Figure 1. Clock distribution.
Bar = 20 um.
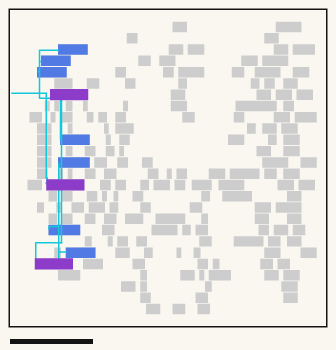
Figure 2. The metal 3 layer.
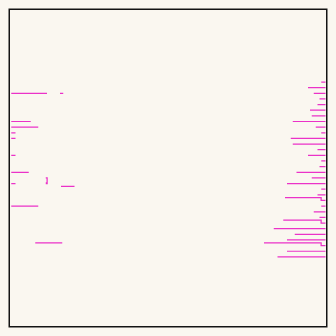
File: config.mk
export PLATFORM = sky130hd
export DESIGN_NAME = cu_seq
export DESIGN_NICKNAME = d
export VERILOG_FILES = /design/src/rtl/cu_seq.sv
export SDC_FILE = /design/constraint.sdc
export NUM_CORES = 1
export LEC_CHECK = 0
export CELL_PAD_IN_SITES_DETAIL_PLACEMENT = 1
export CELL_PAD_IN_SITES_GLOBAL_PLACEMENT = 2
export CORE_MARGIN = 2
export CORE_UTILIZATION = 14
export CTS_BUF_LIST = sky130_fd_sc_hd__clkbuf_16
export CTS_CLUSTER_SIZE = 14
export DETAILED_ROUTE_END_ITERATION = 8
export MAX_ROUTING_LAYER = met4
export PLACE_DENSITY = 0.79
export REMOVE_ABC_BUFFERS = 1
export SYNTH_ARGS = -nofsm -noshare
export SYNTH_HDL_FRONTEND = slang
export SYNTH_SLANG_ARGS = --single-unit
File: constraint.sdc
create_clock -name clk -period 1.85 [get_ports clk]
set_input_delay 0.37 -clock clk [delete_from_list [all_inputs] [get_ports clk]]
set_output_delay 0.37 -clock clk [all_outputs]
set_load 0.02 [all_outputs]
File: src/rtl/cu_seq.sv
`default_nettype none
// ============================================================================
//  Module   : cu_seq
//  Brief    : Control-unit sequencer: fetch/execute/memory FSM with wait timeout.
//  Revision : 1.0
// ============================================================================
module cu_seq #(
   parameter int REG_SEL_W = 4,
   parameter int ALU_OP_W  = 4,
   parameter int PC_REG    = 15,
   parameter int MAX_WAIT  = 15
) (
   input  logic                 clk,
   input  logic                 rst,
   input  logic                 start,
   input  logic [3:0]           ir_cond,
   input  logic [3:0]           ir_op,
   input  logic [REG_SEL_W-1:0] ir_ra,
   input  logic [REG_SEL_W-1:0] ir_rb,
   input  logic [REG_SEL_W-1:0] ir_rc,
   input  logic [ALU_OP_W-1:0]  ir_alu,
   input  logic [3:0]           status,
   input  logic                 mem_rdy,
   output logic [REG_SEL_W-1:0] sel_a,
   output logic [REG_SEL_W-1:0] sel_b,
   output logic [REG_SEL_W-1:0] sel_in,
   output logic                 oe_a,
   output logic                 oe_b,
   output logic                 ld_reg_file,
   output logic                 post_count_b,
   output logic                 mem_rd,
   output logic                 mem_wr,
   output logic                 ld_ir,
   output logic                 ld_status,
   output logic                 oe_alu,
   output logic [ALU_OP_W-1:0]  alu_op,
   output logic [2:0]           state,
   output logic                 fault
);

   localparam int                   c_WAIT_W   = $clog2(MAX_WAIT + 1);
   localparam logic [c_WAIT_W-1:0]  c_WAIT_MAX = c_WAIT_W'(MAX_WAIT);
   localparam logic [REG_SEL_W-1:0] c_PC_SEL   = REG_SEL_W'(PC_REG);

   localparam logic [3:0] c_OP_NOP  = 4'd0;
   localparam logic [3:0] c_OP_ALU  = 4'd1;
   localparam logic [3:0] c_OP_LD   = 4'd2;
   localparam logic [3:0] c_OP_ST   = 4'd3;
   localparam logic [3:0] c_OP_HALT = 4'd4;

   typedef enum logic [2:0] {
      S_STOP  = 3'd0,
      S_FETCH = 3'd1,
      S_EXEC  = 3'd2,
      S_MEM   = 3'd3,
      S_HALT  = 3'd4,
      S_FAULT = 3'd5
   } state_t;

   state_t              r_state;
   state_t              w_next;
   logic [c_WAIT_W-1:0] r_wait;
   logic [c_WAIT_W-1:0] w_wait_next;
   logic                w_cond_true;

   wire w_n = status[3];
   wire w_z = status[2];
   wire w_c = status[1];
   wire w_v = status[0];

   always_ff @(posedge clk) begin
      if (rst) begin
         r_state <= S_STOP;
         r_wait  <= '0;
      end else begin
         r_state <= w_next;
         r_wait  <= w_wait_next;
      end
   end

   // Condition codes 8-15 are reserved and never satisfied.
   always_comb begin
      w_cond_true = 1'b0;
      case (ir_cond)
         4'd0:    w_cond_true = 1'b1;
         4'd1:    w_cond_true = w_z;
         4'd2:    w_cond_true = ~w_z;
         4'd3:    w_cond_true = w_c;
         4'd4:    w_cond_true = ~w_c;
         4'd5:    w_cond_true = w_n;
         4'd6:    w_cond_true = ~w_n;
         4'd7:    w_cond_true = w_v;
         default: w_cond_true = 1'b0;
      endcase
   end

   always_comb begin
      w_next       = r_state;
      w_wait_next  = '0;
      sel_a        = '0;
      sel_b        = '0;
      sel_in       = '0;
      oe_a         = 1'b0;
      oe_b         = 1'b0;
      ld_reg_file  = 1'b0;
      post_count_b = 1'b0;
      mem_rd       = 1'b0;
      mem_wr       = 1'b0;
      ld_ir        = 1'b0;
      ld_status    = 1'b0;
      oe_alu       = 1'b0;
      alu_op       = '0;
      fault        = 1'b0;

      case (r_state)
         S_STOP: begin
            if (start) w_next = S_FETCH;
         end

         S_FETCH: begin
            sel_b        = c_PC_SEL;
            oe_b         = 1'b1;
            mem_rd       = 1'b1;
            ld_ir        = mem_rdy;
            post_count_b = mem_rdy;
            if (mem_rdy)                  w_next = S_EXEC;
            else if (r_wait == c_WAIT_MAX) w_next = S_FAULT;
            else                          w_wait_next = r_wait + 1'b1;
         end

         S_EXEC: begin
            if (!w_cond_true) begin
               w_next = S_FETCH;
            end else begin
               case (ir_op)
                  c_OP_NOP: w_next = S_FETCH;
                  c_OP_ALU: begin
                     sel_a       = ir_rb;
                     sel_b       = ir_rc;
                     oe_a        = 1'b1;
                     oe_b        = 1'b1;
                     oe_alu      = 1'b1;
                     alu_op      = ir_alu;
                     sel_in      = ir_ra;
                     ld_reg_file = 1'b1;
                     ld_status   = 1'b1;
                     w_next      = S_FETCH;
                  end
                  c_OP_LD, c_OP_ST: w_next = S_MEM;
                  c_OP_HALT:        w_next = S_HALT;
                  default:          w_next = S_FAULT;
               endcase
            end
         end

         // ir_op is held stable here, so it still distinguishes LD from ST.
         S_MEM: begin
            sel_b = ir_rb;
            oe_b  = 1'b1;
            if (ir_op == c_OP_LD) begin
               mem_rd      = 1'b1;
               ld_reg_file = mem_rdy;
               sel_in      = mem_rdy ? ir_ra : '0;
            end else begin
               sel_a  = ir_ra;
               oe_a   = 1'b1;
               mem_wr = 1'b1;
            end
            if (mem_rdy)                  w_next = S_FETCH;
            else if (r_wait == c_WAIT_MAX) w_next = S_FAULT;
            else                          w_wait_next = r_wait + 1'b1;
         end

         S_HALT: begin
            if (start) w_next = S_FETCH;
         end

         S_FAULT: begin
            fault = 1'b1;
         end

         default: w_next = S_FAULT;
      endcase
   end

   assign state = r_state;

endmodule
`default_nettype wire

==> impl_metrics.tcl <==
# collected from the flow reports
set metrics [dict create \
    outcome "finished with violations" \
    failed_checks "setup timing" \
    synth_simple_gate_area_share_pct 38.3 \
    power.static_leakage_uw 0.000809 \
    detailedPlacementHpwl_mm 2.55 \
    die_width_um 76.2 \
    async_flop_share_pct 0 \
    flop_cell "sky130_fd_sc_hd__dfxtp_1" \
    die_area_mm2 0.00580 \
    fin_ws_ns -0.559 \
    ctsRootBufferMaster "sky130_fd_sc_hd__clkbuf_16" \
    yosys_register_bits 7 \
    final_min_period_over_clock_period_pct 130 \
    synth.largest_area_cell "sky130_fd_sc_hd__dfxtp_1" \
    post-synth-top-area-fraction_pct 19.2 \
    grt_overflow 0 \
    routed_wire_length_per_instance_um 15.4 \
    antenna_cells 0 \
    final_cell_mix "sky130_fd_sc_hd__buf_6 (23), sky130_fd_sc_hd__clkdlybuf4s50_1 (21), sky130_fd_sc_hd__buf_4 (21), sky130_fd_sc_hd__nor2_1 (10), sky130_fd_sc_hd__a22o_4 (7)" \
    core_region_area_mm2 0.00507 \
    placed_cells 233 \
    tritoncts "yes" \
    report.power.total_uw 799 \
    worst_hold_path.num_cells 1 \
    worst_ir_drop_vdd_v 0.000510 \
    yosys_warnings 0 \
    postCtsHoldBufs 0 \
    capturing_element_of_the_worst_setup_path "sel_in[1]" \
    yosys.area_share.xor_xnor_pct 2.40 \
    comb_cell_power_uw 273 \
    min_to "r_wait[0]$_SDFF_PP0_" \
    htree_levels 1 \
    synthesis.area_um2 729 \
    switching_power_uw 208 \
    grt_pass1_wl_mm 6.31 \
    drc 0 \
    cp.arrival_ns 2.04 \
    die-height_um 76.2 \
    max_freq_ghz 0.415 \
    power-per-cell-area_mw_per_mm2 436 \
    grt_max_degree 16 \
    share_comb_of_total_power_pct 34.1 \
    number_of_openroad_warnings 27 \
    grt_pass1_vias 1246 \
    antenna_violation_net_count_after_detailed_routing 0 \
    worst_setup_path_end_kind "output pin" \
    timing.critical_path.from_type "flip-flop" \
    synth_seq_share_pct 19.2 \
    globalRouteTotalUtil_pct 14.2 \
    setup_viol 22 \
    seq_power_share_pct 19.9 \
    final-hold-violation-count 0 \
    post-route-min-period_ns 2.41 \
    synth_stat.cells 94 \
    ff2ff_path_depth 5 \
    postLayoutCoreUtil_pct 36.1 \
    max_slew.worst_pin.slew_ns 0.356 \
    vias_per_cell 4.28 \
    cts_clk_pin_slew_worst_paths_ns 0.04 \
    powerSeq_uw 159 \
    drv_slew 0 \
    final.hold.worst_slack_ns 0.453 \
    regToRegSetupSlack_ns 0.32 \
]
-- Figure 1 (at the start) --
- blue: flip-flops (count 7)
- cyan: clock wires (length 150 um)
- purple: cells driving clock nets (count 3)
- routed clock nets: 4
power share of the clock group: 45.9%
clock insertion delay at the later pin of the skew report: 0.23 ns
clock skew: 0.000972 ns

-- Figure 2 (at the start) --
- wire length on this layer: 203 um
- share of all routed wire: 5.3%
- nets with wire on the layer: 42
- main direction: horizontal
- longest straight run: 13.6 um
met3 track demand over resource: 2.37%
number of vias after detailed routing: 1057
final wirelength: 3.80 mm

==> per-layer routing <==
metal	GRT usage (%)	part of all wire (%)	wire, um
met1	14.7	39	1480
met2	26.7	54	2060
met3	2.37	5.3	202
met4	5.45	1.5	56
met5	-	0	0
==> critical path, delay by kind of cell (launching register included) <==
family	cells	cell delay, ns
buffers and inverters	3	0.34
and+or+nand+nor	2	0.83
DFF	1	0.31
AOI/OAI and AO/OA	2	0.32
==> sequential cells by signal (all words and copies together), names as in the netlist <==
register	count
r_wait	4
state	3
==> cell type report <==
class / count / area (um^2)
multi-input combinational: 78 / 651
timing repair buffer: 86 / 867
fill: 583 / 3240
clock buffer: 3 / 75.1
tap: 70 / 87.6
sequential: 7 / 143
clock inverter: 1 / 3.75
inverter: 2 / 7.51
No activity file was given, so power comes from the tool's default toggle rates.
